--- src/rtl/udp_stream_arbiter.sv ---
// Round-robin AXI-Stream arbiter merging PORT_NUMBER UDP payload streams onto one egress stream.
// Grants switch only at packet boundaries; the egress beat is registered and tagged with its source index.
module udp_stream_arbiter #(
  parameter int unsigned STREAM_DATA_WIDTH = 32,
  parameter int unsigned PORT_NUMBER       = 4,
  parameter int unsigned DEST_WIDTH        = (PORT_NUMBER > 1) ? $clog2(PORT_NUMBER) : 1
) (
  input  logic                                       clk_i,
  input  logic                                       s_rst_i,
  input  logic [PORT_NUMBER*STREAM_DATA_WIDTH-1:0]   s_axis_tdata_i,
  input  logic [PORT_NUMBER*STREAM_DATA_WIDTH/8-1:0] s_axis_tkeep_i,
  input  logic [PORT_NUMBER-1:0]                     s_axis_tvalid_i,
  input  logic [PORT_NUMBER-1:0]                     s_axis_tlast_i,
  output logic [PORT_NUMBER-1:0]                     s_axis_tready_o,
  output logic [STREAM_DATA_WIDTH-1:0]               m_axis_tdata_o,
  output logic [STREAM_DATA_WIDTH/8-1:0]             m_axis_tkeep_o,
  output logic                                       m_axis_tvalid_o,
  output logic                                       m_axis_tlast_o,
  output logic [DEST_WIDTH-1:0]                      m_axis_tdest_o,
  input  logic                                       m_axis_tready_i,
  output logic [PORT_NUMBER-1:0]                     grant_o,
  output logic                                       busy_o
);

  localparam int unsigned KEEP_WIDTH = STREAM_DATA_WIDTH / 8;

  typedef enum logic {IDLE, GRANT} state_t;

  state_t                         state, state_n;
  logic [DEST_WIDTH-1:0]          rr_ptr, rr_ptr_n;
  logic [DEST_WIDTH-1:0]          grant_idx, grant_idx_n;
  logic [PORT_NUMBER-1:0]         grant_n;
  logic [STREAM_DATA_WIDTH-1:0]   tdata_n, sel_data;
  logic [KEEP_WIDTH-1:0]          tkeep_n, sel_keep;
  logic                           tvalid_n, tlast_n, sel_valid, sel_last;
  logic [DEST_WIDTH-1:0]          tdest_n;
  logic                           out_free_c;
  logic                           found;
  logic [DEST_WIDTH-1:0]          pick;
  int unsigned                    probe;

  // First requester at or after rr_ptr, wrapping past the top port.
  always_comb begin
    found = 1'b0;
    pick  = '0;
    probe = 0;
    for (int unsigned i = 0; i < PORT_NUMBER; i++) begin
      probe = 32'(rr_ptr) + i;
      if (probe >= PORT_NUMBER) probe = probe - PORT_NUMBER;
      if (!found && s_axis_tvalid_i[DEST_WIDTH'(probe)]) begin
        found = 1'b1;
        pick  = DEST_WIDTH'(probe);
      end
    end
  end

  // Slice of the currently granted port.
  always_comb begin
    sel_data  = '0;
    sel_keep  = '0;
    sel_valid = 1'b0;
    sel_last  = 1'b0;
    for (int unsigned k = 0; k < PORT_NUMBER; k++) begin
      if (DEST_WIDTH'(k) == grant_idx) begin
        sel_data  = s_axis_tdata_i[k*STREAM_DATA_WIDTH +: STREAM_DATA_WIDTH];
        sel_keep  = s_axis_tkeep_i[k*KEEP_WIDTH +: KEEP_WIDTH];
        sel_valid = s_axis_tvalid_i[k];
        sel_last  = s_axis_tlast_i[k];
      end
    end
  end

  assign out_free_c = !m_axis_tvalid_o || m_axis_tready_i;

  always_comb begin
    state_n         = state;
    rr_ptr_n        = rr_ptr;
    grant_idx_n     = grant_idx;
    grant_n         = grant_o;
    tdata_n         = m_axis_tdata_o;
    tkeep_n         = m_axis_tkeep_o;
    tlast_n         = m_axis_tlast_o;
    tdest_n         = m_axis_tdest_o;
    tvalid_n        = m_axis_tvalid_o;
    s_axis_tready_o = '0;

    if (m_axis_tvalid_o && m_axis_tready_i) tvalid_n = 1'b0;

    case (state)
      IDLE: begin
        if (found) begin
          grant_idx_n = pick;
          grant_n     = PORT_NUMBER'(1) << pick;
          state_n     = GRANT;
        end
      end
      GRANT: begin
        s_axis_tready_o = out_free_c ? grant_o : '0;
        if (sel_valid && out_free_c) begin
          tdata_n  = sel_data;
          tkeep_n  = sel_keep;
          tlast_n  = sel_last;
          tdest_n  = grant_idx;
          tvalid_n = 1'b1;
          if (sel_last) begin
            state_n  = IDLE;
            grant_n  = '0;
            rr_ptr_n = (grant_idx == DEST_WIDTH'(PORT_NUMBER - 1)) ? '0 : grant_idx + DEST_WIDTH'(1);
          end
        end
      end
    endcase
  end

  always_ff @(posedge clk_i) begin
    if (s_rst_i) begin
      state           <= IDLE;
      rr_ptr          <= '0;
      grant_idx       <= '0;
      grant_o         <= '0;
      busy_o          <= 1'b0;
      m_axis_tdata_o  <= '0;
      m_axis_tkeep_o  <= '0;
      m_axis_tvalid_o <= 1'b0;
      m_axis_tlast_o  <= 1'b0;
      m_axis_tdest_o  <= '0;
    end else begin
      state           <= state_n;
      rr_ptr          <= rr_ptr_n;
      grant_idx       <= grant_idx_n;
      grant_o         <= grant_n;
      busy_o          <= (state_n == GRANT);
      m_axis_tdata_o  <= tdata_n;
      m_axis_tkeep_o  <= tkeep_n;
      m_axis_tvalid_o <= tvalid_n;
      m_axis_tlast_o  <= tlast_n;
      m_axis_tdest_o  <= tdest_n;
    end
  end

endmodule

--- config.mk ---
export PLATFORM = sky130hd
export DESIGN_NAME = udp_stream_arbiter
export DESIGN_NICKNAME = d
export VERILOG_FILES = /design/src/rtl/udp_stream_arbiter.sv
export SDC_FILE = /design/constraint.sdc
export NUM_CORES = 1
export LEC_CHECK = 0
export ABC_AREA = 1
export CAP_MARGIN = 10
export CORE_ASPECT_RATIO = 1.25
export CORE_UTILIZATION = 38
export DETAILED_ROUTE_END_ITERATION = 10
export PLACE_DENSITY = 0.9
export SYNTH_ARGS = -nofsm -noshare
export SYNTH_HDL_FRONTEND = slang
export SYNTH_SLANG_ARGS = --single-unit
--- constraint.sdc ---
create_clock -name clk_i -period 2.5 [get_ports clk_i]
set_clock_uncertainty 0.2 [all_clocks]
set_input_delay 0.5 -clock clk_i [delete_from_list [all_inputs] [get_ports clk_i]]
set_output_delay 0.5 -clock clk_i [all_outputs]
set_load 0.05 [all_outputs]
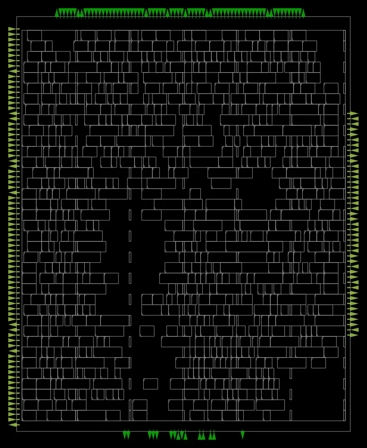
(run_1/placement.png)
final core utilization: 0.674
flop share of the area: 0.174

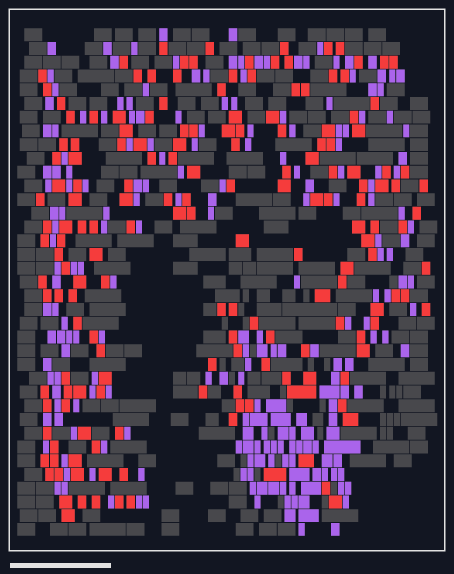
(run_1/logic_types.png)
Scale bar: 20 um.
Red shows inverting AOI/OAI gates, cells 172, where spread over the die. Purple shows NAND gates, cells 218, where spread over the die.

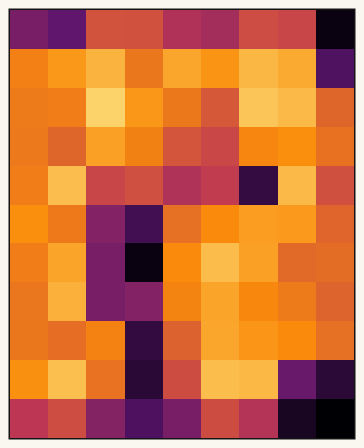
(run_1/cell_density.png)
9 x 11 tiles, from black (low) to pale yellow (high), 0 to 100% covered.
28% of the tiles are over 75% full. 1.0% of the tiles are nearly empty. The fullest tile reaches 91%. The mean over all tiles is 60%.

==> deck_impl_summary.md, run 1 <==
Synthesis and Place & Route Summary

Run status
  • Outcome: finished, final reports clean

Yosys
  • Synthesized area: between 0.003 and 0.004 mm2
  • Top logic family: simple AND/OR/NAND/NOR gates
  • Yosys top cell by area: dfxtp_1
  • Top cells by area: dfxtp_1 29%, nand2_1 16%, a21oi_1 13%, o211ai_1 8.5%, nand3_1 7.5%
  • Yosys Instances: 517
  • Gate Count Post-Synth: 517
  • Sequential area share after synthesis: 0.293
  • Synth top area share: 0.293
  • Fa+ha+maj area frac: 0.0150

STA
  • RSZ-0062 raised after global routing: false
  • Slew headroom: 0.610
  • Max Clk Rate: approximately 430 MHz
  • Setup ws final: 198 ps
  • Worst Max-Slew Pin Slew: between 500 and 600 ps
  • Final setup violation count: 0

Setup path
  • Critical R2R Launch: grant_idx[1]
  • Worst reg-to-reg setup slack: just under 200 ps
  • Worst Setup SP: grant_idx[1]
  • Worst EP required: around 2500 ps
  • Crit-path max FO: 18
  • Startpoint types: flop
  • Worst Reg-to-Reg Cells: 13
  • Critical R2R Capture: rr_ptr[0]

Detailed routing
  • Via count: 4,436
  • Final routed DRC violation total: 0
  • Met3 Routed Length: roughly 950 um

Power and ir drop
  • Pwr Density: ~1000 mW/mm2
  • Design Power: between 0.005 and 0.006 W
  • Seq pwr: about 0.0012 W

Min path
  • Hold_sp: m_axis_tdata_o[14]

CTS
  • CTS H-tree lvls: 2
  • Worst-path clk slew: approximately 90 ps
  • Setup repair bufs after CTS: 0
  • Longest Clk Path Bufs: 2
  • CTS Buf Count: 5

Floorplanning
  • Core outline area: approximately 0.0084 mm2
  • Die width: approximately 86 um
  • # IOs: approximately 200

Run
  • Total of max-cap violations: 0
  • Tool warnings: 29

Layout
  • Comb area share: 0.367
  • Register area: 981 um2
  • Final instance area: ~0.0056 mm2
  • Clock Network Area Fraction: 0.0213
  • Largest reg by FF count: m_axis_tdata_o

Placed design
  • DP HPWL: a little under 10,000 um
  • Post-Place Setup Slack: 94.8 ps

Global routing
  • Gr ovfl total: 0
==> inputs of run 2 (changes only) <==
--- a/config.mk
+++ b/config.mk
@@ -10,6 +10,7 @@
 export CORE_ASPECT_RATIO = 1.25
 export CORE_UTILIZATION = 38
 export DETAILED_ROUTE_END_ITERATION = 10
+export MAX_ROUTING_LAYER = met4
 export PLACE_DENSITY = 0.9
 export SYNTH_ARGS = -nofsm -noshare
 export SYNTH_HDL_FRONTEND = slang
==> run 2 against run 1 <==
  * Cell area down 0.64%
  * Sequential cell count did not move
  * Sequential share of layout area grew 0.11 points
  * Routed wire length fell by 3.0%
  * Sequential power barely moved
  * Largest power group unchanged
  * Total power decreased by 2.7%
==> deck_impl_summary.md, run 2 <==
Synthesis and Place & Route Summary

Layout
  • Register area: 981 um2 (unchanged)
  • Final core utilization: 0.669 (was 0.674)
  • Flop share of the area: 0.175 (was 0.174)
  • Clock Network Area Fraction: 0.0163 (was 0.0213)
  • Final instance area: 0.00561 mm2 (was 0.00564 mm2)

STA
  • Final setup violation count: 0 (unchanged)
  • RSZ-0062 raised after global routing: false (unchanged)
  • Setup ws final: 197 ps (was 198 ps)

Yosys
  • Yosys Instances: 517 (unchanged)
  • Gate Count Post-Synth: 517 (unchanged)
  • Synthesized area: 0.00334 mm2 (unchanged)
  • Sequential area share after synthesis: 0.293 (unchanged)
  • Yosys top cell by area: dfxtp_1 (unchanged)
  • Fa+ha+maj area frac: 0.0150 (unchanged)
  • Top cells by area: dfxtp_1 29%, nand2_1 16%, a21oi_1 13%, o211ai_1 8.5%, nand3_1 7.5% (unchanged)
  • Synth top area share: 0.293 (unchanged)

Run
  • Total of max-cap violations: 0 (unchanged)
  • Tool warnings: 29 (unchanged)

Global routing
  • Gr ovfl total: 0 (unchanged)

Placed design
  • Post-Place Setup Slack: 88.3 ps (was 94.8 ps)
  • DP HPWL: 9640 um (was 9830 um)

CTS
  • CTS Buf Count: 5 (unchanged)
  • Setup repair bufs after CTS: 0 (unchanged)
  • Worst-path clk slew: 90 ps (about the same)

Setup path
  • Crit-path max FO: 5 (was 18)
  • Worst Setup SP: m_axis_tready_i (was grant_idx[1])
  • Startpoint types: primary input (was flop)
  • Worst EP required: 1800 ps (was 2520 ps)
  • Worst reg-to-reg setup slack: 230 ps (was 200 ps)
  • Worst Reg-to-Reg Cells: 13 (unchanged)

Power and ir drop
  • Pwr Density: 981 mW/mm2 (was 1000 mW/mm2)

Floorplanning
  • Core outline area: 0.00838 mm2 (unchanged)
  • Die width: 85.9 um (unchanged)

Run status
  • Outcome: finished, final reports clean (unchanged)

Detailed routing
  • Met3 Routed Length: 1010 um (was 951 um)
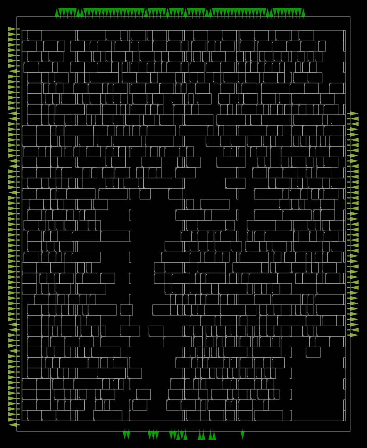
(run_2/placement.png)
Well Taps: 117
registers: 49

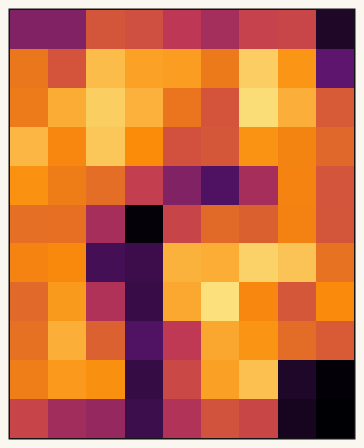
(run_2/cell_density.png)
9 x 11 tiles, from black (low) to pale yellow (high), 0 to 100% covered.
28% of the tiles are over 75% full. 3.0% of the tiles are nearly empty. The fullest tile reaches 93%. The mean over all tiles is 60%.

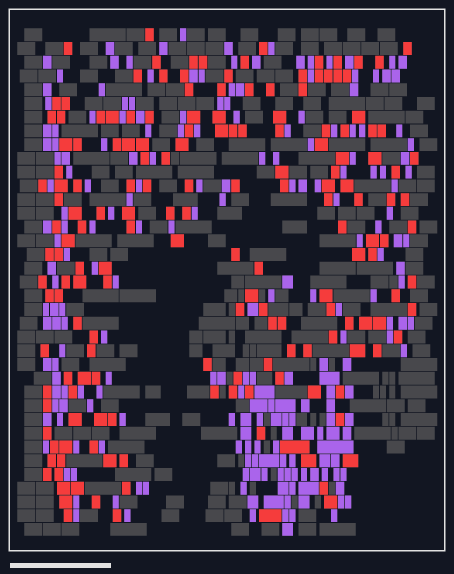
(run_2/logic_types.png)
Scale bar: 20 um.
Comb area share: 0.370
Finished Layout Cells: 819
most numerous logic cell after layout: clkdlybuf4s50_1

==> inputs of run 3 (changes only) <==
--- a/config.mk
+++ b/config.mk
@@ -8,10 +8,10 @@
 export ABC_AREA = 1
 export CAP_MARGIN = 10
 export CORE_ASPECT_RATIO = 1.25
-export CORE_UTILIZATION = 38
+export CORE_UTILIZATION = 41
 export DETAILED_ROUTE_END_ITERATION = 10
 export MAX_ROUTING_LAYER = met4
-export PLACE_DENSITY = 0.9
+export PLACE_DENSITY = 0.95
 export SYNTH_ARGS = -nofsm -noshare
 export SYNTH_HDL_FRONTEND = slang
 export SYNTH_SLANG_ARGS = --single-unit
==> constraint.sdc (replaced) <==
create_clock -name clk_i -period 2.95 [get_ports clk_i]
set_clock_uncertainty 0.2 [all_clocks]
set_input_delay 0.59 -clock clk_i [delete_from_list [all_inputs] [get_ports clk_i]]
set_output_delay 0.59 -clock clk_i [all_outputs]
set_load 0.05 [all_outputs]
==> run 3 against run 2 <==
  * Synthesized cell count is the same
  * Critical path depth is the same
  * Sequential cell count is the same
  * Register-to-register slack gained 360 ps
  * Final cell count shrank 2.8%
  * Count of clock-buffer cells in the layout is the same
  * First-iteration DRC count shrank 19%
  * Sequential share of layout area grew 0.17 points
  * Global-route usage grew 0.45 points
  * Die size shrank 7.2%
  * Utilization grew 4.0 points
==> deck_impl_summary.md, run 3 <==
Synthesis and Place & Route Summary

Global routing
  • Gr ovfl total: 0 (unchanged)

Yosys
  • Yosys top cell by area: dfxtp_1 (unchanged)
  • Synth top area share: 0.293 (unchanged)
  • Yosys Instances: 517 (unchanged)
  • Top cells by area: dfxtp_1 29%, nand2_1 16%, a21oi_1 13%, o211ai_1 8.5%, nand3_1 7.5% (unchanged)
  • Fa+ha+maj area frac: 0.0150 (unchanged)
  • Synthesized area: 0.00334 mm2 (unchanged)

Run
  • Tool warnings: 29 (unchanged)
  • Total of max-cap violations: 0 (unchanged)

Min path
  • Hold_sp: m_axis_tdata_o[1] (was m_axis_tdata_o[11])

Floorplanning
  • Core outline area: 0.00784 mm2 (was 0.00838 mm2)

STA
  • RSZ-0062 raised after global routing: false (unchanged)
  • Final setup violation count: 0 (unchanged)
  • Setup ws final: 486 ps (was 197 ps)
  • Max Clk Rate: roughly 410 MHz
  • Slew headroom: 0.614 (was 0.627)

CTS
  • CTS H-tree lvls: 2 (unchanged)
  • CTS Buf Count: 5 (unchanged)
  • Worst-path clk slew: 100 ps (was 90 ps)

Power and ir drop
  • Design Power: 0.00466 W (was 0.00550 W)
  • Seq pwr: 0.000977 W (was 0.00115 W)

Setup path
  • Worst EP required: 2160 ps (was 1800 ps)
  • Worst Reg-to-Reg Cells: 11 (was 13)
  • Critical R2R Launch: grant_idx[1] (unchanged)
  • Startpoint types: primary input (unchanged)
  • Critical R2R Capture: m_axis_tdata_o[11] (was rr_ptr[1])
  • Worst reg-to-reg setup slack: 590 ps (was 230 ps)

Placed design
  • DP HPWL: 9550 um (was 9640 um)
  • Post-Place Setup Slack: 464 ps (was 88.3 ps)

Detailed routing
  • Final routed DRC violation total: 0 (unchanged)
  • Met3 Routed Length: 1080 um (was 1010 um)
  • Via count: 4,410 (was 4,347)

Layout
  • Clock Network Area Fraction: 0.0162 (was 0.0163)
  • Most numerous logic cell after layout: clkdlybuf4s50_1 (unchanged)
  • Comb area share: 0.373 (was 0.370)
  • Registers: 49 (unchanged)
  • Final core utilization: 0.709 (was 0.669)

Run status
  • Outcome: finished, final reports clean (unchanged)
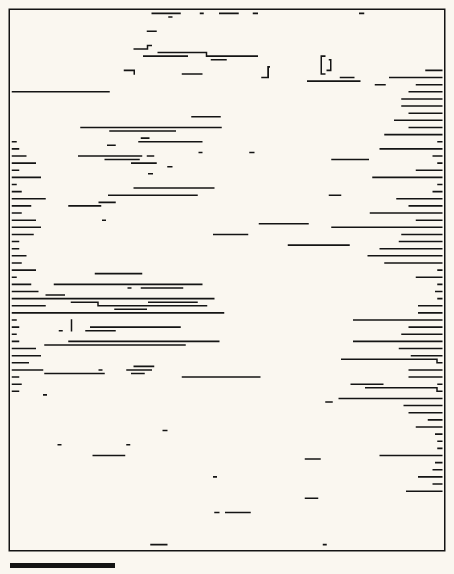
(run_3/layer_met3.png)
Scale bar: 20 um.
The layer holds 8.5% of the routed length. The longest straight run is 40.2 um. The layer carries 1,080 um of wire. 146 nets have wire on it. The wires run mostly horizontal.

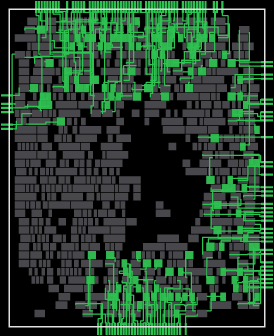
(run_3/io_fan.png)
Green shows `s_axis_tdata_i`, direction input, edge 58 north, 34 east, 30 south, 6 west, end cells 128, buffers 128, wire 2,670 um.

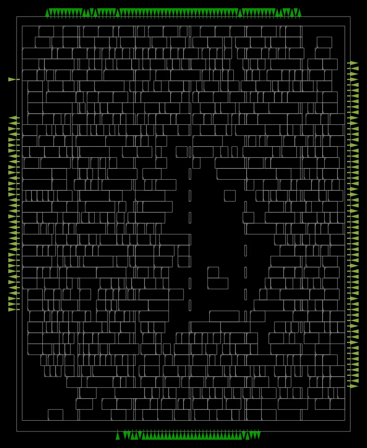
(run_3/placement.png)
flop share of the area: 0.177
Finished Layout Cells: 796
row count: 36
Well Taps: 95

Power and IR drop assume default switching activity.
